Run 1, metal 3:
(6 px per um)
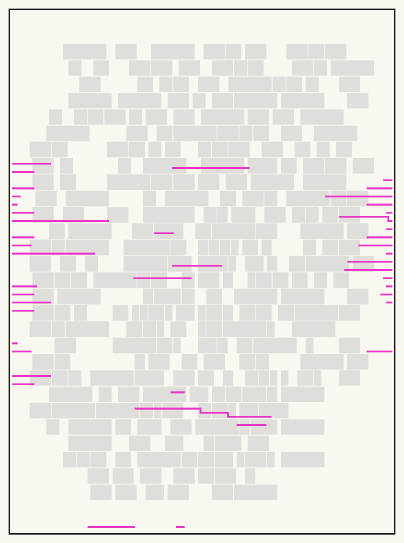
Run 1, clock network drawn from the DEF:
(4 px per um)
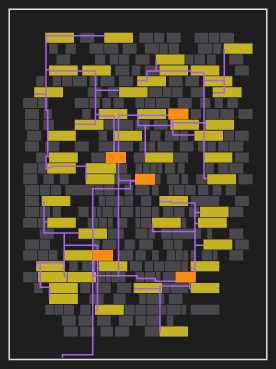
Run 1, metal 1:
(3 px per um) Supply wires on this layer in gray.
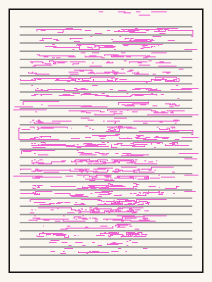
## src/rtl/cam_fill_ctrl_pkg.sv

```systemverilog
// cam_fill_ctrl_pkg
// Shared definitions for the CAM fill/allocation controller.
//   state_t        : controller FSM states (IDLE, FLUSH)
//   MAX_ENTRIES    : widest one-hot vector accepted by onehot_to_idx
//   onehot_to_idx  : converts a one-hot (or all-zero) vector to a binary index
package cam_fill_ctrl_pkg;

  typedef enum logic {
    ST_IDLE  = 1'b0,
    ST_FLUSH = 1'b1
  } state_t;

  localparam int unsigned MAX_ENTRIES = 64;

  // OR-ing the positions of set bits is exact for one-hot input and
  // avoids a priority chain; an all-zero input yields index 0.
  function automatic int unsigned onehot_to_idx(input logic [MAX_ENTRIES-1:0] oh);
    int unsigned idx;
    idx = 0;
    for (int i = 0; i < MAX_ENTRIES; i++) begin
      if (oh[i]) idx = idx | unsigned'(i);
    end
    return idx;
  endfunction

endpackage

```

## src/rtl/cam_plru.sv

```systemverilog
// cam_plru
// Tree pseudo-LRU state for NUM_ENTRIES slots (NUM_ENTRIES-1 node bits).
// Node 0 is the root, node n has children 2n+1 / 2n+2, leaves map to
// entries left to right. A node bit of 0 means the victim is on the left.
// Ports:
//   clk, reset     : clock, synchronous active-low reset (tree cleared)
//   clear          : clear the whole tree this edge (wins over updates)
//   touch_en/idx   : first MRU update applied this edge
//   fill_en/idx    : second MRU update, applied after touch (wins on shared nodes)
//   victim_idx     : current victim from the pre-edge tree
module cam_plru #(
  parameter int NUM_ENTRIES = 4,
  parameter int INDEX_WIDTH = $clog2(NUM_ENTRIES)
) (
  input  logic                   clk,
  input  logic                   reset,
  input  logic                   clear,
  input  logic                   touch_en,
  input  logic [INDEX_WIDTH-1:0] touch_idx,
  input  logic                   fill_en,
  input  logic [INDEX_WIDTH-1:0] fill_idx,
  output logic [INDEX_WIDTH-1:0] victim_idx
);

  localparam int NODES = NUM_ENTRIES - 1;

  logic [NODES-1:0] r_tree;
  logic [NODES-1:0] w_tree_nxt;

  // Walk the entry's path from the root, pointing every node away from it.
  function automatic logic [NODES-1:0] mark_mru(input logic [NODES-1:0]       tree,
                                                input logic [INDEX_WIDTH-1:0] entry);
    logic [NODES-1:0] t;
    int               node;
    logic             dir;
    t    = tree;
    node = 0;
    for (int lvl = 0; lvl < INDEX_WIDTH; lvl++) begin
      dir     = entry[INDEX_WIDTH-1-lvl];
      t[node] = ~dir;
      node    = 2 * node + (dir ? 2 : 1);
    end
    return t;
  endfunction

  always_comb begin
    int node;
    node = 0;
    for (int lvl = 0; lvl < INDEX_WIDTH; lvl++) begin
      node = 2 * node + (r_tree[node] ? 2 : 1);
    end
    victim_idx = INDEX_WIDTH'(node - NODES);
  end

  always_comb begin
    w_tree_nxt = r_tree;
    if (clear) begin
      w_tree_nxt = '0;
    end else begin
      if (touch_en) w_tree_nxt = mark_mru(w_tree_nxt, touch_idx);
      if (fill_en)  w_tree_nxt = mark_mru(w_tree_nxt, fill_idx);
    end
  end

  always_ff @(posedge clk) begin
    if (!reset) r_tree <= '0;
    else        r_tree <= w_tree_nxt;
  end

endmodule

```

## src/rtl/cam_fill_ctrl.sv

```systemverilog
// cam_fill_ctrl
// Allocation and fill controller driving a CAM update port.
// Ports:
//   clk, reset              : clock, synchronous active-low reset
//   fill_req/fill_key       : fill request; accepted when fill_req && fill_ready
//   fill_ready              : combinational accept (IDLE, no flush/inval this cycle)
//   fill_idx                : slot chosen for the last accepted fill
//   touch_en/touch_idx      : lookup hit, refreshes recency in IDLE
//   inval_en/inval_idx      : invalidate one slot
//   flush_req / flush_busy  : invalidate all slots / sequence in progress
//   update_en/key/idx/valid : registered CAM update port
// Slot choice: lowest-index free slot, otherwise the tree-PLRU victim.
module cam_fill_ctrl
  import cam_fill_ctrl_pkg::*;
#(
  parameter int NUM_ENTRIES = 4,
  parameter int KEY_WIDTH   = 32,
  parameter int INDEX_WIDTH = $clog2(NUM_ENTRIES)
) (
  input  logic                   clk,
  input  logic                   reset,
  input  logic                   fill_req,
  input  logic [KEY_WIDTH-1:0]   fill_key,
  output logic                   fill_ready,
  output logic [INDEX_WIDTH-1:0] fill_idx,
  input  logic                   touch_en,
  input  logic [INDEX_WIDTH-1:0] touch_idx,
  input  logic                   inval_en,
  input  logic [INDEX_WIDTH-1:0] inval_idx,
  input  logic                   flush_req,
  output logic                   flush_busy,
  output logic                   update_en,
  output logic [KEY_WIDTH-1:0]   update_key,
  output logic [INDEX_WIDTH-1:0] update_idx,
  output logic                   update_valid
);

  state_t                 r_state,        w_state_nxt;
  logic [NUM_ENTRIES-1:0] r_valid,        w_valid_nxt;
  logic [INDEX_WIDTH-1:0] r_flush_cnt,    w_flush_cnt_nxt;
  logic                   r_update_en,    w_update_en_nxt;
  logic                   r_update_valid, w_update_valid_nxt;
  logic [KEY_WIDTH-1:0]   r_update_key,   w_update_key_nxt;
  logic [INDEX_WIDTH-1:0] r_update_idx,   w_update_idx_nxt;
  logic [INDEX_WIDTH-1:0] r_fill_idx,     w_fill_idx_nxt;

  logic                   w_fill_ready;
  logic                   w_fill_acc;
  logic [NUM_ENTRIES-1:0] w_free;
  logic [NUM_ENTRIES-1:0] w_free_low_oh;
  logic [MAX_ENTRIES-1:0] w_free_low_ext;
  logic [INDEX_WIDTH-1:0] w_free_idx;
  logic [INDEX_WIDTH-1:0] w_plru_victim;
  logic [INDEX_WIDTH-1:0] w_victim;
  logic                   w_plru_clear;
  logic                   w_plru_touch;
  logic                   w_plru_fill;

  assign w_fill_ready = (r_state == ST_IDLE) && !flush_req && !inval_en && reset;
  assign w_fill_acc   = fill_req && w_fill_ready;

  // x & -x isolates the lowest set bit of the free mask.
  assign w_free         = ~r_valid;
  assign w_free_low_oh  = w_free & (~w_free + NUM_ENTRIES'(1));
  assign w_free_low_ext = MAX_ENTRIES'(w_free_low_oh);
  assign w_free_idx     = INDEX_WIDTH'(onehot_to_idx(w_free_low_ext));
  assign w_victim       = (|w_free) ? w_free_idx : w_plru_victim;

  cam_plru #(
    .NUM_ENTRIES (NUM_ENTRIES),
    .INDEX_WIDTH (INDEX_WIDTH)
  ) u_plru (
    .clk        (clk),
    .reset      (reset),
    .clear      (w_plru_clear),
    .touch_en   (w_plru_touch),
    .touch_idx  (touch_idx),
    .fill_en    (w_plru_fill),
    .fill_idx   (w_victim),
    .victim_idx (w_plru_victim)
  );

  always_comb begin
    w_state_nxt        = r_state;
    w_valid_nxt        = r_valid;
    w_flush_cnt_nxt    = r_flush_cnt;
    w_update_en_nxt    = 1'b0;
    w_update_valid_nxt = r_update_valid;
    w_update_key_nxt   = r_update_key;
    w_update_idx_nxt   = r_update_idx;
    w_fill_idx_nxt     = r_fill_idx;
    w_plru_clear       = 1'b0;
    w_plru_touch       = 1'b0;
    w_plru_fill        = 1'b0;

    case (r_state)
      ST_IDLE: begin
        w_plru_touch = touch_en;
        if (flush_req) begin
          w_state_nxt     = ST_FLUSH;
          w_flush_cnt_nxt = '0;
        end else if (inval_en) begin
          w_update_en_nxt        = 1'b1;
          w_update_valid_nxt     = 1'b0;
          w_update_key_nxt       = '0;
          w_update_idx_nxt       = inval_idx;
          w_valid_nxt[inval_idx] = 1'b0;
        end else if (w_fill_acc) begin
          w_update_en_nxt       = 1'b1;
          w_update_valid_nxt    = 1'b1;
          w_update_key_nxt      = fill_key;
          w_update_idx_nxt      = w_victim;
          w_fill_idx_nxt        = w_victim;
          w_valid_nxt[w_victim] = 1'b1;
          w_plru_fill           = 1'b1;
        end
      end
      ST_FLUSH: begin
        w_update_en_nxt    = 1'b1;
        w_update_valid_nxt = 1'b0;
        w_update_key_nxt   = '0;
        w_update_idx_nxt   = r_flush_cnt;
        w_flush_cnt_nxt    = r_flush_cnt + INDEX_WIDTH'(1);
        if (r_flush_cnt == INDEX_WIDTH'(NUM_ENTRIES - 1)) begin
          w_state_nxt  = ST_IDLE;
          w_valid_nxt  = '0;
          w_plru_clear = 1'b1;
        end
      end
      default: w_state_nxt = ST_IDLE;
    endcase
  end

  always_ff @(posedge clk) begin
    if (!reset) begin
      r_state        <= ST_IDLE;
      r_valid        <= '0;
      r_flush_cnt    <= '0;
      r_update_en    <= 1'b0;
      r_update_valid <= 1'b0;
      r_update_key   <= '0;
      r_update_idx   <= '0;
      r_fill_idx     <= '0;
    end else begin
      r_state        <= w_state_nxt;
      r_valid        <= w_valid_nxt;
      r_flush_cnt    <= w_flush_cnt_nxt;
      r_update_en    <= w_update_en_nxt;
      r_update_valid <= w_update_valid_nxt;
      r_update_key   <= w_update_key_nxt;
      r_update_idx   <= w_update_idx_nxt;
      r_fill_idx     <= w_fill_idx_nxt;
    end
  end

  assign fill_ready   = w_fill_ready;
  assign fill_idx     = r_fill_idx;
  assign flush_busy   = (r_state == ST_FLUSH);
  assign update_en    = r_update_en;
  assign update_valid = r_update_valid;
  assign update_key   = r_update_key;
  assign update_idx   = r_update_idx;

  // A requester stalled by fill_ready must keep its key steady.
  a_fill_key_stable: assert property (@(posedge clk) disable iff (!reset)
    (fill_req && !fill_ready) |=> (!fill_req || $stable(fill_key)));

endmodule

```

## config.mk

```make
export PLATFORM = sky130hd
export DESIGN_NAME = cam_fill_ctrl
export DESIGN_NICKNAME = d
export VERILOG_FILES = /design/src/rtl/cam_fill_ctrl_pkg.sv /design/src/rtl/cam_plru.sv /design/src/rtl/cam_fill_ctrl.sv
export SDC_FILE = /design/constraint.sdc
export NUM_CORES = 1
export LEC_CHECK = 0
export ABC_CLOCK_PERIOD_IN_PS = 1640
export CAP_MARGIN = 30
export CORE_ASPECT_RATIO = 1.4
export CORE_MARGIN = 3
export CORE_UTILIZATION = 43
export DETAILED_ROUTE_END_ITERATION = 8
export PLACE_DENSITY = 0.87
export SETUP_SLACK_MARGIN = 0.02
export SLEW_MARGIN = 20
export SYNTH_ARGS = -nofsm -noshare
export SYNTH_HDL_FRONTEND = slang
export SYNTH_SLANG_ARGS = --single-unit
```

## constraint.sdc

```tcl
create_clock -name clk -period 1.64 [get_ports clk]
set_input_delay 0.328 -clock clk [delete_from_list [all_inputs] [get_ports clk]]
set_output_delay 0.328 -clock clk [all_outputs]
set_load 0.01 [all_outputs]
```

==> flow_metrics.env, run 1 <==
# yosys + openroad results
export IMPL_outcome="finished, final reports clean"
export IMPL_final_antenna_net_count=0
export IMPL_drive_above_1_share_pct=13.2
export IMPL_htreeDepth=2
export IMPL_synth_distinct_cells=43
export IMPL_syn_avg_cell_area_um2=9.97
export IMPL_die_w_um=64.0
export IMPL_antenna_found_initial=0
export IMPL_holdCritPathClass="flip-flop to flip-flop"
export IMPL_vdd_drop_max_mv=0.503
export IMPL_crit_arrival_ps=1230
export IMPL_setup_tns_ps=0
export IMPL_yosysTopAreaCell="dfxtp_1"
export IMPL_root_buffer="clkbuf_8"
export IMPL_ys_area_um2=2020
export IMPL_maxCapViolCount=0
export IMPL_rows=28
export IMPL_synthMuxAreaShare_pct=1.05
export IMPL_portBuffers=81
export IMPL_ys_flops=48
export IMPL_cts_buffer_depth=2
export IMPL_cts_sinks=48
export IMPL_dpl_cell_count=349
export IMPL_postSynthSeqShare_pct=47.5
export IMPL_ff_type="dfxtp_1"
export IMPL_drc=0
export IMPL_edf_count=0
export IMPL_synthesis_nets=246
export IMPL_via_per_inst=5.14
export IMPL_powerDensity_nw_per_um2=724
export IMPL_fmax_ghz=0.643
export IMPL_initialDrtViolationCount=49
export IMPL_ys_sh_xor_pct=0
export IMPL_ioPinCount=82
export IMPL_routed_wl_um=5080
export IMPL_netlist_area_leader_share_pct=47.5
export IMPL_ys_async_sr_fraction_pct=0
export IMPL_floorplan_die_area_um2=5580
export IMPL_cts_hold_buf=0
export IMPL_firstDrtPassIters=4
## Picture notes: 'metal 3'
share of all routed wire: 4.4%
longest straight run: 15.9 um
main direction: horizontal
nets with wire on the layer: 39
wire length on this layer: 222 um

## Picture notes: 'clock network drawn from the DEF'
[yellow] flip-flops | count: 48
[orange] clock-net drivers | count: 5
[purple] clock wires | length: 544 um
flops lie: widely spread
clk_lat worst skew: 300 ps
clk pwr: 670 uW
clock power share: 30.0%
Worst Clk Skew: 8.00 ps

## Picture notes: 'metal 1'
wire length on this layer: 2030 um
share of all routed wire: 40%
main direction: horizontal

[run 1: where the power goes]
group / internal [mW] / switching (mW) / total [mW]
Sequential: 1.19 / 0.0174 / 1.21
Combinational: 0.215 / 0.137 / 0.352
Clock: 0.289 / 0.381 / 0.670
Total: 1.70 / 0.535 / 2.23
[run 1: registers in the layout, indices dropped and copies added (netlist names)]
| name | flops |
|---|---|
| update_idx | 2 |
| update_key | 32 |
| update_en | 1 |
| u_plru.r_tree | 3 |
| update_valid | 1 |
| flush_busy | 1 |
| r_valid | 4 |
| r_flush_cnt | 2 |
| fill_idx | 2 |
[run 1: worst paths after layout]
check / startpoint / end / slack, ps / cells past startpoint
setup reg to reg: u_plru.r_tree[0]$_SDFFE_PP0P_ / update_idx[0]$_SDFFE_PN0P_ / 190 / 4
hold / removal: fill_idx[1]$_SDFFE_PN0P_ / fill_idx[1]$_SDFFE_PN0P_ / 460 / 2
setup / recovery: flush_req / fill_ready / 80 / 3
hold reg to reg: fill_idx[1]$_SDFFE_PN0P_ / fill_idx[1]$_SDFFE_PN0P_ / 460 / 2
[run 1: critical path: stages]
cell             delay (ps)
clkdlybuf4s50_1         460
nor4b_4                 250
buf_2                   190
[run 1: layer usage]
layer  vias to the layer above  GRT usage (%)  share of wire [%]
met5                         -              0                  0
met4                         0           8.64                2.0
met3                         8           5.04                4.3
met2                        46           34.8                 54
met1                       862           19.9                 40
li1                        915              -                  -
[run 1: cell type report]
type	instances	area (um2)
fillers	347	1300
repair buffers	103	1010
flip-flops and latches	48	962
multi-input cells	138	950
well taps	60	75.1
clock buffers	5	68.8
clock inverters	2	12.5
==> run 2: changes to the inputs <==
--- a/config.mk
+++ b/config.mk
@@ -12,6 +12,7 @@
 export CORE_UTILIZATION = 43
 export DETAILED_ROUTE_END_ITERATION = 8
 export PLACE_DENSITY = 0.87
+export RECOVER_POWER = 50
 export SETUP_SLACK_MARGIN = 0.02
 export SLEW_MARGIN = 20
 export SYNTH_ARGS = -nofsm -noshare
Run 2, metal 3:
(6 px per um)
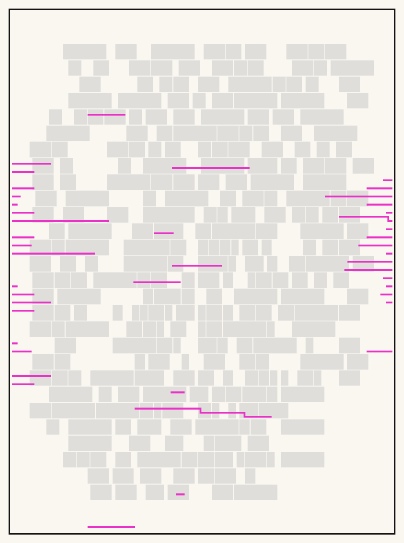
wire length on this layer: 218 um
main direction: horizontal

==> run 2 against run 1 <==
Sequential cell count is the same. Clock skew barely moved. Sequential share of layout area rose by 0.19 points. Clock power hardly changed. Worst hold slack worse by 3.0 ps. Critical path type is now flip-flop to output pin. Critical endpoint is now update_key[8]. Largest power group unchanged.
==> flow_metrics.env, run 2 <==
# yosys + openroad results
export IMPL_outcome="finished, final reports clean"
export IMPL_routed_wl_um=5090
export IMPL_final_antenna_net_count=0
export IMPL_rows=28
export IMPL_antenna_found_initial=0
export IMPL_met2_usage_pct=34.8
export IMPL_clock_skew_ps=8.04
export IMPL_floorplan_die_area_um2=5580
export IMPL_fmax_ghz=0.630
export IMPL_crit_arrival_ps=1260
export IMPL_powerDensity_nw_per_um2=725
export IMPL_ys_flops=48
export IMPL_ioPinCount=82
export IMPL_vdd_drop_max_mv=0.504
export IMPL_setup_tns_ps=0
export IMPL_grt_busiest_layer="met2"
export IMPL_via_per_inst=5.14
export IMPL_path_buffers=1
export IMPL_drc=0
export IMPL_cts_buffer_depth=2
export IMPL_die_w_um=64.0
export IMPL_largest_reg_flops=32
export IMPL_met3_usage_pct=5.04
export IMPL_dpl_cell_count=349
export IMPL_wl_met3_um=218
export IMPL_cts_hold_buf=0
export IMPL_crit_slowest_cell="dlygate4sd3_1"
export IMPL_portBuffers=81
export IMPL_maxCapViolCount=0
export IMPL_initialDrtViolationCount=57
export IMPL_dr_max_layer_used="met4"
export IMPL_syn_avg_cell_area_um2=9.97
export IMPL_postSynthSeqShare_pct=47.5
export IMPL_drive_above_1_share_pct=12.2
export IMPL_path_cells="dlygate4sd3_1"
export IMPL_cpPeakStageDelay_ps=630
export IMPL_netlist_area_leader_share_pct=47.5
export IMPL_edf_count=0
export IMPL_ff_type="dfxtp_1"
export IMPL_ys_area_um2=2020
export IMPL_synth_distinct_cells=43
export IMPL_root_buffer="clkbuf_8"
run 2: cell counts after synthesis:
No cell type changed its count.
run 2: cells by family (layout without fill, tap and decap cells):
| group | Yosys count | count (layout) | share of synthesized area [%] |
|---|---|---|---|
| buffers and inverters | 17 | 110 | 5.62 |
| AND/OR/NAND/NOR | 74 | 74 | 23.0 |
| flip-flops | 48 | 48 | 47.5 |
| AND-OR/OR-AND | 61 | 61 | 22.2 |
| multiplexers | 2 | 2 | 1.05 |
| adder cells (fa/ha/maj) | 1 | 1 | 0.618 |
run 2: path summary, 6_finish.rpt:
kind | start | end | slack (ps) | cells after the start
hold reg to reg | fill_idx[1]$_SDFFE_PN0P_ | fill_idx[1]$_SDFFE_PN0P_ | 450 | 2
hold / removal | fill_idx[1]$_SDFFE_PN0P_ | fill_idx[1]$_SDFFE_PN0P_ | 450 | 2
setup / recovery | update_key[8]$_SDFFE_PN0P_ | update_key[8] | 50 | 1
setup reg to reg | u_plru.r_tree[0]$_SDFFE_PP0P_ | update_idx[0]$_SDFFE_PN0P_ | 170 | 4
run 2: cell type report:
| type | instances | area (um2) |
|---|---|---|
| Tap cell | 60 | 75.1 |
| Multi-Input combinational cell | 138 | 945 |
| Fill cell | 353 | 1320 |
| Sequential cell | 48 | 962 |
| Timing Repair Buffer | 103 | 1000 |
| Clock inverter | 2 | 12.5 |
| Clock buffer | 5 | 68.8 |
run 2: power by group:
| part | switching (mW) | internal, mW | leakage (nW) |
|---|---|---|---|
| logic | 0.137 | 0.207 | 0.720 |
| clock network | 0.381 | 0.289 | 0.0400 |
| registers | 0.0167 | 1.19 | 0.389 |
Power is estimated from default activity; no workload was simulated.
